--- src/rtl/mem_stage_lsu.sv ---
// RV64I MEM-stage load/store unit: one req/gnt/rvalid data-memory transaction per op,
// with load extension, store lane steering, misalignment/illegal checks and a bus timeout.
module mem_stage_lsu #(
    parameter int XLEN        = 64,
    parameter int TIMEOUT_CYC = 255
) (
    input  logic            clk,
    input  logic            rst,
    input  logic            op_valid_M,
    input  logic            op_we_M,
    input  logic [2:0]      funct3_M,
    input  logic [XLEN-1:0] addr_M,
    input  logic [XLEN-1:0] wdata_M,
    output logic            dmem_req,
    output logic            dmem_we,
    output logic [XLEN-1:0] dmem_addr,
    output logic [7:0]      dmem_wstrb,
    output logic [XLEN-1:0] dmem_wdata,
    input  logic            dmem_gnt,
    input  logic            dmem_rvalid,
    input  logic [XLEN-1:0] dmem_rdata,
    output logic [XLEN-1:0] ld_data_M,
    output logic            stall_M,
    output logic            fault_M
);

    typedef enum logic [1:0] {S_IDLE, S_REQ, S_RESP, S_DONE} state_t;

    localparam int CW = (TIMEOUT_CYC > 1) ? $clog2(TIMEOUT_CYC) : 1;
    localparam logic [CW-1:0] LAST_CNT = (TIMEOUT_CYC > 0) ? CW'(TIMEOUT_CYC - 1) : '0;

    state_t          r_state;
    state_t          w_next;
    logic [XLEN-1:0] r_addr;
    logic [2:0]      r_off;
    logic [2:0]      r_funct3;
    logic            r_we;
    logic [7:0]      r_wstrb;
    logic [XLEN-1:0] r_wdata;
    logic [XLEN-1:0] r_ld_data;
    logic [CW-1:0]   r_cnt;
    logic            r_tofault;

    logic            w_misaligned;
    logic            w_illegal;
    logic            w_bad;
    logic            w_accept;
    logic [7:0]      w_strb;
    logic [XLEN-1:0] w_lane;
    logic [XLEN-1:0] w_ext;
    logic            w_timeout;
    logic            w_to_fire;

    always_comb begin
        w_misaligned = 1'b0;
        case (funct3_M[1:0])
            2'd1:    w_misaligned = addr_M[0];
            2'd2:    w_misaligned = |addr_M[1:0];
            2'd3:    w_misaligned = |addr_M[2:0];
            default: w_misaligned = 1'b0;
        endcase
        w_illegal = op_we_M ? funct3_M[2] : (funct3_M == 3'd7);
        w_bad     = w_misaligned | w_illegal;
        w_accept  = (r_state == S_IDLE) && op_valid_M && !w_bad;

        w_strb = 8'h00;
        case (funct3_M[1:0])
            2'd0:    w_strb = 8'h01 << addr_M[2:0];
            2'd1:    w_strb = 8'h03 << addr_M[2:0];
            2'd2:    w_strb = 8'h0F << addr_M[2:0];
            default: w_strb = 8'hFF;
        endcase

        w_lane = dmem_rdata >> {r_off, 3'b000};
        w_ext  = w_lane;
        case (r_funct3)
            3'd0:    w_ext = {{56{w_lane[7]}},  w_lane[7:0]};
            3'd1:    w_ext = {{48{w_lane[15]}}, w_lane[15:0]};
            3'd2:    w_ext = {{32{w_lane[31]}}, w_lane[31:0]};
            3'd4:    w_ext = {56'd0, w_lane[7:0]};
            3'd5:    w_ext = {48'd0, w_lane[15:0]};
            3'd6:    w_ext = {32'd0, w_lane[31:0]};
            default: w_ext = w_lane;
        endcase

        // A completing gnt/rvalid on the last allowed cycle wins over the timeout.
        w_timeout = (TIMEOUT_CYC != 0) && (r_cnt == LAST_CNT);
        w_to_fire = w_timeout && (((r_state == S_REQ)  && !dmem_gnt) ||
                                  ((r_state == S_RESP) && !dmem_rvalid));
    end

    always_ff @(posedge clk) begin
        if (!rst) begin
            r_state <= S_IDLE;
        end else begin
            r_state <= w_next;
        end
    end

    always_comb begin
        w_next = r_state;
        case (r_state)
            S_IDLE: if (w_accept) w_next = S_REQ;
            S_REQ: begin
                if (dmem_gnt)       w_next = r_we ? S_DONE : S_RESP;
                else if (w_to_fire) w_next = S_DONE;
            end
            S_RESP: if (dmem_rvalid || w_to_fire) w_next = S_DONE;
            default: w_next = S_IDLE;
        endcase
    end

    always_ff @(posedge clk) begin
        if (!rst) begin
            r_addr    <= '0;
            r_off     <= '0;
            r_funct3  <= '0;
            r_we      <= 1'b0;
            r_wstrb   <= '0;
            r_wdata   <= '0;
            r_ld_data <= '0;
            r_cnt     <= '0;
            r_tofault <= 1'b0;
        end else begin
            r_tofault <= w_to_fire;
            if (w_accept) begin
                r_addr   <= {addr_M[XLEN-1:3], 3'b000};
                r_off    <= addr_M[2:0];
                r_funct3 <= funct3_M;
                r_we     <= op_we_M;
                r_wstrb  <= op_we_M ? w_strb : 8'h00;
                r_wdata  <= wdata_M << {addr_M[2:0], 3'b000};
                r_cnt    <= '0;
            end else if ((r_state == S_REQ) || (r_state == S_RESP)) begin
                r_cnt <= r_cnt + 1'b1;
            end
            if ((r_state == S_RESP) && dmem_rvalid) begin
                r_ld_data <= w_ext;
            end
        end
    end

    always_comb begin
        dmem_req   = (r_state == S_REQ);
        dmem_we    = (r_state == S_REQ) && r_we;
        dmem_wstrb = (r_state == S_REQ) ? r_wstrb : 8'h00;
        dmem_addr  = r_addr;
        dmem_wdata = r_wdata;
        ld_data_M  = r_ld_data;
        stall_M    = w_accept || (r_state == S_REQ) || (r_state == S_RESP);
        fault_M    = ((r_state == S_IDLE) && op_valid_M && w_bad) ||
                     ((r_state == S_DONE) && r_tofault);
    end

endmodule

--- config.mk ---
export PLATFORM = sky130hd
export DESIGN_NAME = mem_stage_lsu
export DESIGN_NICKNAME = d
export VERILOG_FILES = /design/src/rtl/mem_stage_lsu.sv
export SDC_FILE = /design/constraint.sdc
export NUM_CORES = 1
export LEC_CHECK = 0
export CAP_MARGIN = 5
export CORE_ASPECT_RATIO = 0.6
export CORE_UTILIZATION = 45
export CTS_BUF_LIST = sky130_fd_sc_hd__clkbuf_2
export DETAILED_ROUTE_END_ITERATION = 6
export GPL_TIMING_DRIVEN = 0
export PLACE_DENSITY = 0.84
export SLEW_MARGIN = 10
export SYNTH_ARGS = -nofsm -noshare
export SYNTH_HDL_FRONTEND = slang
export SYNTH_SLANG_ARGS = --single-unit
--- constraint.sdc ---
create_clock -name clk -period 3.4 [get_ports clk]
set_input_delay 0.68 -clock clk [delete_from_list [all_inputs] [get_ports clk]]
set_output_delay 0.68 -clock clk [all_outputs]
set_load 0.05 [all_outputs]
==> results.py <==
# Auto-generated metrics
metrics = {
    "outcome": {
        "outcome": "finished, violations left",
        "violations": "design-rule violations",
    },
    "worst_setup_path": {
        "crit_buf_inv": 3,
        "r2r_start": "r_off[0]",
        "r2r_setup_slack_ns": 0.60,
        "cp_max_fo": 5,
        "slowest_stage": "dfxtp_2",
        "path_cells": "inv_1 > ha_1 > nand2_2 > nor2_2 > a21boi_4 > buf_8 > or3_4 > buf_6",
        "critPathKind": "reg -> out",
        "endpoint_kind": "primary output",
        "timing.critical_path.max_delay_family": "simple AND/OR/NAND/NOR gates",
    },
    "route": {
        "remaining_drc_errors": 9,
        "viasPerCell": 5.95,
        "drt_iter0_markers": 1372,
        "drt_wl_total_um": 49900,
    },
    "layout": {
        "flop_area_sq_um": 4310,
        "drive_gt1_share_pct": 11.0,
        "synthToLayoutAreaGrowth_pct": 44.2,
        "fill_cells": 2095,
        "clk_share_pct": 2.57,
        "comb_area_sq_um": 6280,
        "fin_nets": 1946,
    },
    "logic_synthesis": {
        "yosys.area_share.simple_pct": 15.1,
        "synthAdderAreaFrac_pct": 1.24,
        "syn_area_per_cell_sq_um": 8.70,
        "ys_types": 57,
        "mux_area_share_pct": 17.8,
        "ys.flops": 215,
        "syn_area_sq_um": 11100,
        "yosysCellCount": 1278,
        "async_flop_share_pct": 0,
    },
    "clock_tree": {
        "cts_buffer_depth": 3,
        "clk_latency_ns": 0.86,
        "tritoncts": "done",
    },
    "grt": {
        "grt_max_degree": 13,
        "grt_pass1_wl_um": 71000,
        "track_usage_pct": 37.9,
        "grt_pass1_vias": 11778,
    },
    "power": {
        "p_leak_nw": 5.83,
        "power.density_nw_per_um2": 547,
    },
    "flow_run": {
        "warning_count": 34,
    },
    "min_path": {
        "worstHoldPathCells": 3,
        "hold_class": "in -> reg",
    },
    "timing": {
        "period_needed_ns": 3.27,
        "maxSlewHeadroom_pct": 31.0,
        "period_used_pct": 96.1,
    },
    "floorplanning": {
        "nWellTaps": 322,
        "rows": 44,
    },
    "placement": {
        "hpwlAfterDp_um": 38700,
        "placed_cell_area_sq_um": 15500,
    },
}
## worst max path at each step
stage           startpoint       to  slack (ns)  cells after the start
6_report        r_state[0]  stall_M        0.13                      8
5_1_grt         r_state[0]  stall_M      -0.005                      8
4_1_cts         r_state[0]  stall_M        0.01                      8
3_5_place_dp   funct3_M[0]  stall_M       -1.26                      9
3_3_place_gp   funct3_M[0]  stall_M       -1.25                      9
2_1_floorplan  funct3_M[0]  fault_M        0.26                      6
## flip-flops by register name, summed over array words and instances, names as in the netlist, 2 cells and up
register,cells
dmem_addr,61
r_funct3,3
ld_data_M,64
r_off,3
r_state,2
r_wstrb,8
r_cnt,8
dmem_wdata,64
## worst min-delay path: cells and delay by family
family	cells	cell delay [ns]
buffers and inverters	1	0.22
and+or+nand+nor	1	0.11
AOI/OAI and AO/OA	1	0.06
## through the flow
stage	cells	setup slack, ns	total power, mW	TNS [ns]	util [%]
final	2092	0.133	8.76	0	66.2
after global routing	2092	-0.00492	9.13	-0.00492	66.2
after floorplan	1280	0.261	5.55	0	-
after global placement	2001	-1.25	7.00	-13.08	64.1
after CTS	2087	0.0103	8.69	0	66.0
after detailed placement	2001	-1.26	7.04	-17.64	64.1
## cell usage in the layout (no fill, tap or decap), drive strengths merged, types with 4 or more instances in the layout
master / netlist / routed
mux2: 11 / 11
nor2: 109 / 109
ha: 11 / 11
a221o: 11 / 11
buf: 48 / 54
a21oi: 127 / 127
nand3: 5 / 5
mux2i: 126 / 126
o22ai: 17 / 17
a2bb2oi: 8 / 8
clkinv: 1 / 14
o221a: 23 / 23
nand2b: 12 / 12
clkdlybuf4s15: 0 / 9
dfxtp: 215 / 215
a211oi: 61 / 61
o221ai: 7 / 7
o31ai: 9 / 9
mux4: 26 / 26
nor2b: 30 / 30
nor3: 17 / 17
o211ai: 7 / 7
clkbuf: 72 / 143
o21ai: 62 / 62
inv: 8 / 9
and2: 11 / 11
nand2: 195 / 195
xor2: 4 / 4
clkdlybuf4s50: 0 / 386
a22o: 16 / 16
## Yosys cell counts (4+ instances only)
cell         n
a211oi_1    61
a21oi_1    127
a221o_1     11
a22o_1      16
a2bb2oi_1    7
and2_1      11
buf_1        4
buf_2       36
buf_4        4
buf_6        4
clkbuf_1    72
dfxtp_1    215
ha_1        11
inv_1        8
mux2_2      11
mux2i_1    125
mux4_2      26
nand2_1    195
nand2b_1    12
nand3_1      5
nor2_1     108
nor2b_1     30
nor3_1      15
o211ai_1     7
o21ai_0     59
o221a_1     20
o221ai_1     7
o22ai_1     17
o31ai_1      9
xor2_1       4
## report_power, final
part	internal (mW)	leakage, nW	total [mW]	switching [mW]
Clock	0.556	0.327	1.62	1.06
Sequential	2.85	1.75	3.07	0.215
Combinational	1.43	3.75	4.07	2.64
Total	4.84	5.83	8.76	3.92
## routing by layer
| metal | track usage (%) | part of all wire [%] |
|---|---|---|
| met1 | 52.0 | 43 |
| met5 | 0 | 0 |
| met3 | 18.1 | 15 |
| met2 | 52.3 | 40 |
| met4 | 10.0 | 2.2 |
## what timing repair did
action,CTS,global route
endpoints found under the setup margin,11,2
hold buffers,0,0
pin swaps,1,0
resized,55,4
gates cloned,0,0
buffers inserted,1,3
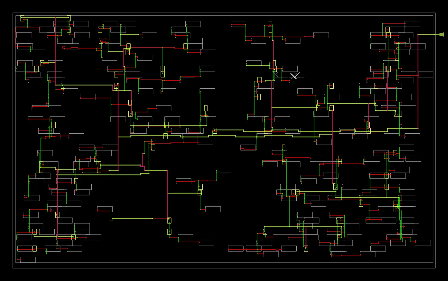
(images/clock_nets.png)
TritonCTS buffer count: 49
Clk. pwr: 1.62 mW
clk sinks: 215
final clock skew: 0.0778 ns
flop count: 215

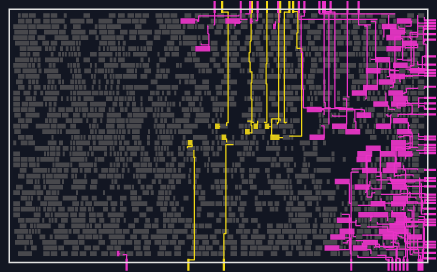
(images/port_trees.png)
- magenta: `dmem_addr` (direction output; end cells 64; buffers 64; wire 1,940 um)
- yellow: `dmem_wstrb` (direction output; end cells 8; buffers 8; wire 521 um)

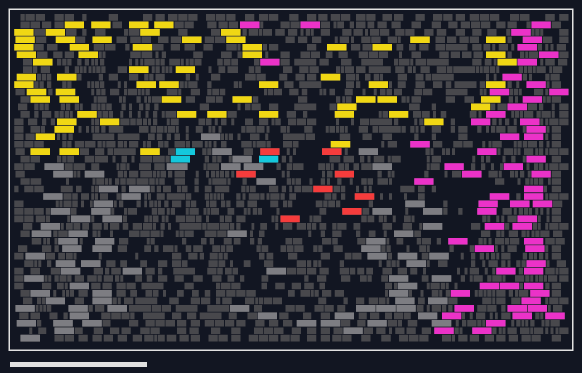
(images/ff_map.png)
Scale bar: 50 um. Other sequential cells in the stronger gray, the rest of the logic in the fainter gray.
- yellow: `ld_data_M` (sequential cells 64)
- cyan: `r_off` (sequential cells 3)
- red: `r_wstrb` (sequential cells 8; where center)
- magenta: `dmem_addr` (sequential cells 61; where a vertical strip on the right)
- not colored: 79

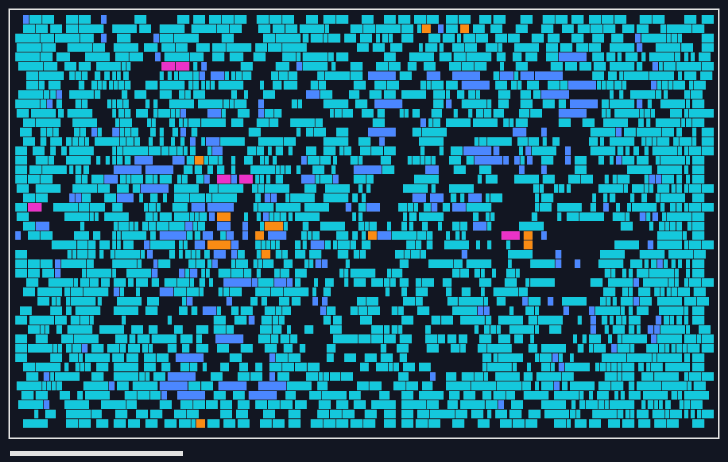
(images/sizing.png)
Scale bar: 50 um.
- orange: x3 and x4 (cells 12; share 0.68%; most used buf_4)
- blue: x2 (cells 177; share 10%; most used clkbuf_2)
- magenta: x6 and larger (cells 6; share 0.34%; most used buf_6)
- cyan: x1 and smaller (cells 1,573; share 89%; most used clkdlybuf4s50_1)

Power figures rest on the tool's default switching activity, not on a simulated workload.
